Sequential cells colored by netlist name:
The bar under the picture is 20 µm long. Other sequential cells in the stronger gray, the rest of the logic in the fainter gray.
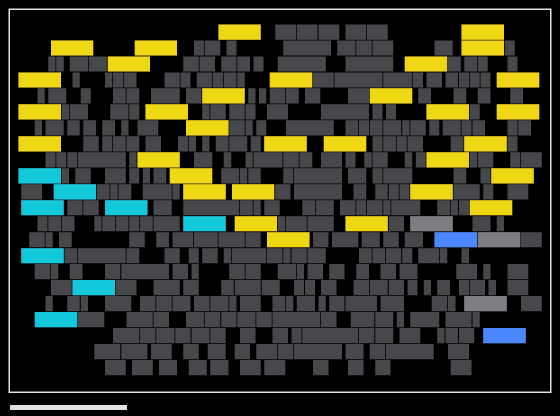
Signal wires by layer:
The bar under the picture is 20 µm long. Two of the layers only.
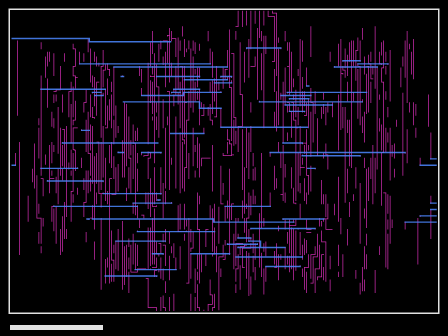
Clock wiring as the flow saved it:
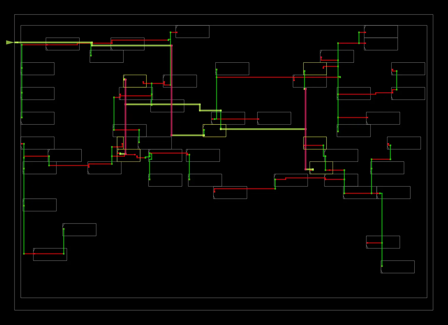
Clock network drawn from the DEF:
The bar under the picture is 20 µm long.
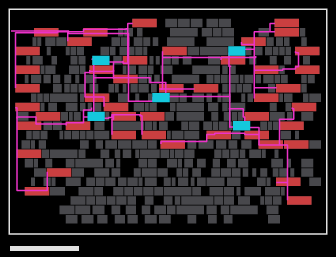
`config.mk`:
```
export PLATFORM = sky130hd
export DESIGN_NAME = snail_mux_ctrl
export DESIGN_NICKNAME = d
export VERILOG_FILES = /design/src/rtl/snail_pkg.sv /design/src/rtl/snail_rr_arb.sv /design/src/rtl/snail_mux_ctrl.sv
export SDC_FILE = /design/constraint.sdc
export NUM_CORES = 1
export LEC_CHECK = 0
export CAP_MARGIN = 10
export CORE_ASPECT_RATIO = 0.7
export CORE_UTILIZATION = 55
export DETAILED_ROUTE_END_ITERATION = 7
export MAX_ROUTING_LAYER = met4
export PLACE_DENSITY = 0.77
export SLEW_MARGIN = 20
export SYNTH_ARGS = -nofsm -noshare
export SYNTH_HDL_FRONTEND = slang
export SYNTH_HIERARCHICAL = 1
export SYNTH_SLANG_ARGS = --single-unit
```
`constraint.sdc`:
```
create_clock -name clk -period 4.1 [get_ports clk]
set_clock_uncertainty 0.05 [all_clocks]
set_input_delay 0.82 -clock clk [delete_from_list [all_inputs] [get_ports clk]]
set_output_delay 0.82 -clock clk [all_outputs]
set_load 0.02 [all_outputs]
```
`src/rtl/snail_pkg.sv`:
```
// snail_pkg: definitions shared by the time-multiplexed "01" snail detector.
//   snail_state_e : detector state encoding (2'b11 is unused and treated as IDLE)
//   snail_next()  : next state of one detector context for one accepted bit
//   SNAIL_NUM_CH / SNAIL_CNT_W : default channel count and counter width
package snail_pkg;

  localparam int unsigned SNAIL_NUM_CH = 4;
  localparam int unsigned SNAIL_CNT_W  = 8;

  typedef enum logic [1:0] {
    ST_IDLE  = 2'b00,
    ST_ZERO  = 2'b01,
    ST_MATCH = 2'b10
  } snail_state_e;

  // Moore "01" detector step. IDLE and MATCH share transitions; the
  // unused code 2'b11 falls into the default arm so it behaves as IDLE.
  function automatic snail_state_e snail_next(input logic [1:0] state,
                                              input logic       b);
    snail_state_e nxt;
    case (state)
      2'b01:   nxt = b ? ST_MATCH : ST_ZERO;
      2'b10:   nxt = b ? ST_IDLE  : ST_ZERO;
      default: nxt = b ? ST_IDLE  : ST_ZERO;
    endcase
    return nxt;
  endfunction

endpackage

```
`src/rtl/snail_rr_arb.sv`:
```
// snail_rr_arb: round-robin arbiter granting one requester per cycle.
// Ports:
//   clk, reset     : clock, synchronous active-high reset
//   req_valid      : per-channel request
//   xfer           : a transfer happened on the current grant this cycle
//   grant          : one-hot grant (all-zero while reset or with no request)
//   grant_idx      : index of the granted channel (0 when nothing granted)
// The search starts at ptr; after a transfer ptr moves to granted+1 (mod NUM_CH).
module snail_rr_arb #(
  parameter  int unsigned NUM_CH = 4,
  localparam int unsigned CH_W   = $clog2(NUM_CH)
) (
  input  logic              clk,
  input  logic              reset,
  input  logic [NUM_CH-1:0] req_valid,
  input  logic              xfer,
  output logic [NUM_CH-1:0] grant,
  output logic [CH_W-1:0]   grant_idx
);

  logic [CH_W-1:0] ptr_q;
  logic [CH_W-1:0] ptr_d;

  always_comb begin
    logic            found;
    int unsigned     idx;
    logic [CH_W-1:0] idx_c;
    grant     = '0;
    grant_idx = '0;
    found     = 1'b0;
    idx       = 0;
    idx_c     = '0;
    if (!reset) begin
      for (int unsigned k = 0; k < NUM_CH; k++) begin
        idx   = (32'(ptr_q) + k) % NUM_CH;
        idx_c = idx[CH_W-1:0];
        if (!found && req_valid[idx_c]) begin
          found        = 1'b1;
          grant[idx_c] = 1'b1;
          grant_idx    = idx_c;
        end
      end
    end
  end

  always_comb begin
    ptr_d = ptr_q;
    if (xfer) begin
      ptr_d = (grant_idx == CH_W'(NUM_CH - 1)) ? '0 : grant_idx + CH_W'(1);
    end
  end

  always_ff @(posedge clk) begin
    if (reset) begin
      ptr_q <= '0;
    end else begin
      ptr_q <= ptr_d;
    end
  end

endmodule

```
`src/rtl/snail_mux_ctrl.sv`:
```
// snail_mux_ctrl: one shared "01" smiling-snail Moore detector serving
// NUM_CH serial requesters. Each channel keeps its own saved detector
// context; the granted channel's context is advanced and written back.
// Ports:
//   clk, reset  : clock, synchronous active-high reset
//   req_valid   : channel i presents a bit
//   req_bit     : bit value for channel i
//   req_ready   : one-hot grant; transfer when req_valid[i] & req_ready[i]
//   match_valid : one-cycle pulse, a channel's detector entered MATCH
//   match_ch    : channel that produced match_valid (holds otherwise)
//   cnt_sel     : counter read/clear select
//   cnt_clr     : clear counter cnt_sel at the next edge
//   cnt_out     : counter[cnt_sel], combinational read
module snail_mux_ctrl
  import snail_pkg::*;
#(
  parameter  int unsigned NUM_CH = SNAIL_NUM_CH,
  parameter  int unsigned CNT_W  = SNAIL_CNT_W,
  localparam int unsigned CH_W   = $clog2(NUM_CH)
) (
  input  logic              clk,
  input  logic              reset,
  input  logic [NUM_CH-1:0] req_valid,
  input  logic [NUM_CH-1:0] req_bit,
  output logic [NUM_CH-1:0] req_ready,
  output logic              match_valid,
  output logic [CH_W-1:0]   match_ch,
  input  logic [CH_W-1:0]   cnt_sel,
  input  logic              cnt_clr,
  output logic [CNT_W-1:0]  cnt_out
);

  logic [NUM_CH-1:0] grant;
  logic [CH_W-1:0]   grant_idx;
  logic              xfer;

  snail_state_e      ctx_q [NUM_CH];
  snail_state_e      ctx_d [NUM_CH];
  logic              match_valid_q, match_valid_d;
  logic [CH_W-1:0]   match_ch_q, match_ch_d;
  logic [CNT_W-1:0]  cnt_q [NUM_CH];
  logic [CNT_W-1:0]  cnt_d [NUM_CH];
  logic              hit;

  snail_rr_arb #(
    .NUM_CH (NUM_CH)
  ) u_arb (
    .clk       (clk),
    .reset     (reset),
    .req_valid (req_valid),
    .xfer      (xfer),
    .grant     (grant),
    .grant_idx (grant_idx)
  );

  // Grant is already gated by reset inside the arbiter, so no transfer
  // can happen while reset is high.
  assign req_ready = grant;
  assign xfer      = |(req_valid & grant);

  // Shared detector: advance only the granted channel's context.
  always_comb begin
    snail_state_e nxt;
    ctx_d         = ctx_q;
    match_valid_d = 1'b0;
    match_ch_d    = match_ch_q;
    hit           = 1'b0;
    nxt           = ST_IDLE;
    if (xfer) begin
      nxt              = snail_next(ctx_q[grant_idx], req_bit[grant_idx]);
      ctx_d[grant_idx] = nxt;
      if (nxt == ST_MATCH) begin
        match_valid_d = 1'b1;
        match_ch_d    = grant_idx;
        hit           = 1'b1;
      end
    end
  end

  // Clear is applied before the increment so a coincident clear and
  // match on the same channel leaves the counter at 1.
  always_comb begin
    for (int unsigned i = 0; i < NUM_CH; i++) begin
      cnt_d[i] = cnt_q[i];
      if (cnt_clr && (cnt_sel == CH_W'(i))) begin
        cnt_d[i] = '0;
      end
      if (hit && (grant_idx == CH_W'(i)) && (cnt_d[i] != '1)) begin
        cnt_d[i] = cnt_d[i] + CNT_W'(1);
      end
    end
  end

  always_ff @(posedge clk) begin
    if (reset) begin
      for (int unsigned i = 0; i < NUM_CH; i++) begin
        ctx_q[i] <= ST_IDLE;
        cnt_q[i] <= '0;
      end
      match_valid_q <= 1'b0;
      match_ch_q    <= '0;
    end else begin
      for (int unsigned i = 0; i < NUM_CH; i++) begin
        ctx_q[i] <= ctx_d[i];
        cnt_q[i] <= cnt_d[i];
      end
      match_valid_q <= match_valid_d;
      match_ch_q    <= match_ch_d;
    end
  end

  assign match_valid = match_valid_q;
  assign match_ch    = match_ch_q;
  assign cnt_out     = (32'(cnt_sel) < NUM_CH) ? cnt_q[cnt_sel] : '0;

endmodule

```
==> run summary <==
run results: status completed, period utilisation layout 96.54%, H-tree levels 2, endpoints failing hold 0, Max-area cell share 28.93%, met2 Use GR 42.54%, final count of pins violating max slew 0, OpenROAD warnings 33, Area-dominant class multi-input combinational cells, Clock Path Buffers 2, Hold Path Cell Cnt 2, Multi-In Gates 268, 1st-iter DRT viols 327, Hold Path End ctx_q[2]$_SDFFE_PP0P_, R2R setup slack 510 ps, biggest area cells dfxtp_1 (29%), mux4_2 (10%), ha_1 (4.8%), design area 3756 µm², Leak 0.001344 µW, Hold Path Class register to register, Top cell excl fill/tap dfxtp_1, grt peak-use layer met2, CTS Hold Bufs 0, CP max FO 10, Critical Path Source req_valid[3], Int Pwr 948.0 µW, achievable clock frequency 252.6 MHz, clock buffers 7, die area 5972 µm², Post-CTS Setup Bufs 0, Largest register FFs 32, most used flip-flop cell dfxtp_1, Top-Level Pins 28, Cell Type Count 63, simple-gate portion of the synthesized area 25.03%, GR Util met3 5.751%, WL met3 621 µm, hold_ws 434.5 ps, crit-path cells clkdlybuf4s50_1 -> buf_4 -> mux4_2 -> nor3_1 -> buf_4 -> a22oi_1 -> a21oi_2 -> dlygate4sd2_1, startpoint types primary input, Root Buffer clkbuf_8, TAP cells 72, Net Sw Frac 38.06%, crit path max-delay cell type mux4_2, routed len/inst 16.97 µm, RR Startpoint u_arb/ptr_q[1]$_SDFFE_PP0P_, Post-Layout Cell Count 469, clk cell area share 2.298%, ANT cells 0, Final min period 3958 ps, remaining global-route overflow 0, routed wl met2 3.331 mm, core area 5340 µm², Post-synth ARST share 0%, Setup crit end req_ready[3], largest net degree at the start of global routing 33, Max VDD drop 271.8 µV, total power 1530 µW, most common cell in the netlist dfxtp_1, Placed Area 3669 µm², final worst setup slack 141.7 ps, RSZ-0062 raised after global routing no, Clock transition at path regs 80 ps, most frequent cells after synthesis dfxtp_1 (45), a21oi_1 (27), nor2_1 (24), Seq pwr share 30.6%, nets 422, Final Setup Violations 0, Worst Hold Launch ctx_q[2]$_SDFFE_PP0P_, adder share 4.821%, Post-route DRC 0, yosys aoi share 19.20%, vias per inst 6.207, Non-clk bufs 68, vias in the first global route 2734
-- 'sequential cells colored by netlist name' (at the start) --
Key: cnt_q = yellow [flops 32]; ctx_q = cyan [flops 8, where west]; match_ch = blue [flops 2]
Another 3 sequential cells are not colored.
P_seq: 469 µW
final core utilization: 70.34%
fraction of area in registers: 23.98%
Reg area: 900.9 µm²

-- 'signal wires by layer' (at the start) --
Key: metal 2 = magenta [wire length 3330 µm]; metal 3 = blue [wire length 622 µm]
GRT Overall Usage: 29.30%
final WL: 7.958 mm
via count: 2911

-- 'clock wiring as the flow saved it' (at the start) --
Late-Pin Clk Latency: 300 ps
CTS Sinks: 45
Clk. pwr: 280 µW
seq_cells: 45
TritonCTS buffer count: 5

-- 'clock network drawn from the DEF' (at the start) --
Key: clock drivers = cyan [count 5]; clock wires = magenta [length 558 µm]; flip-flops = red [count 45]
There are 6 routed clock nets.
Clk pwr share: 18.3%

Power is estimated from default activity; no workload was simulated.
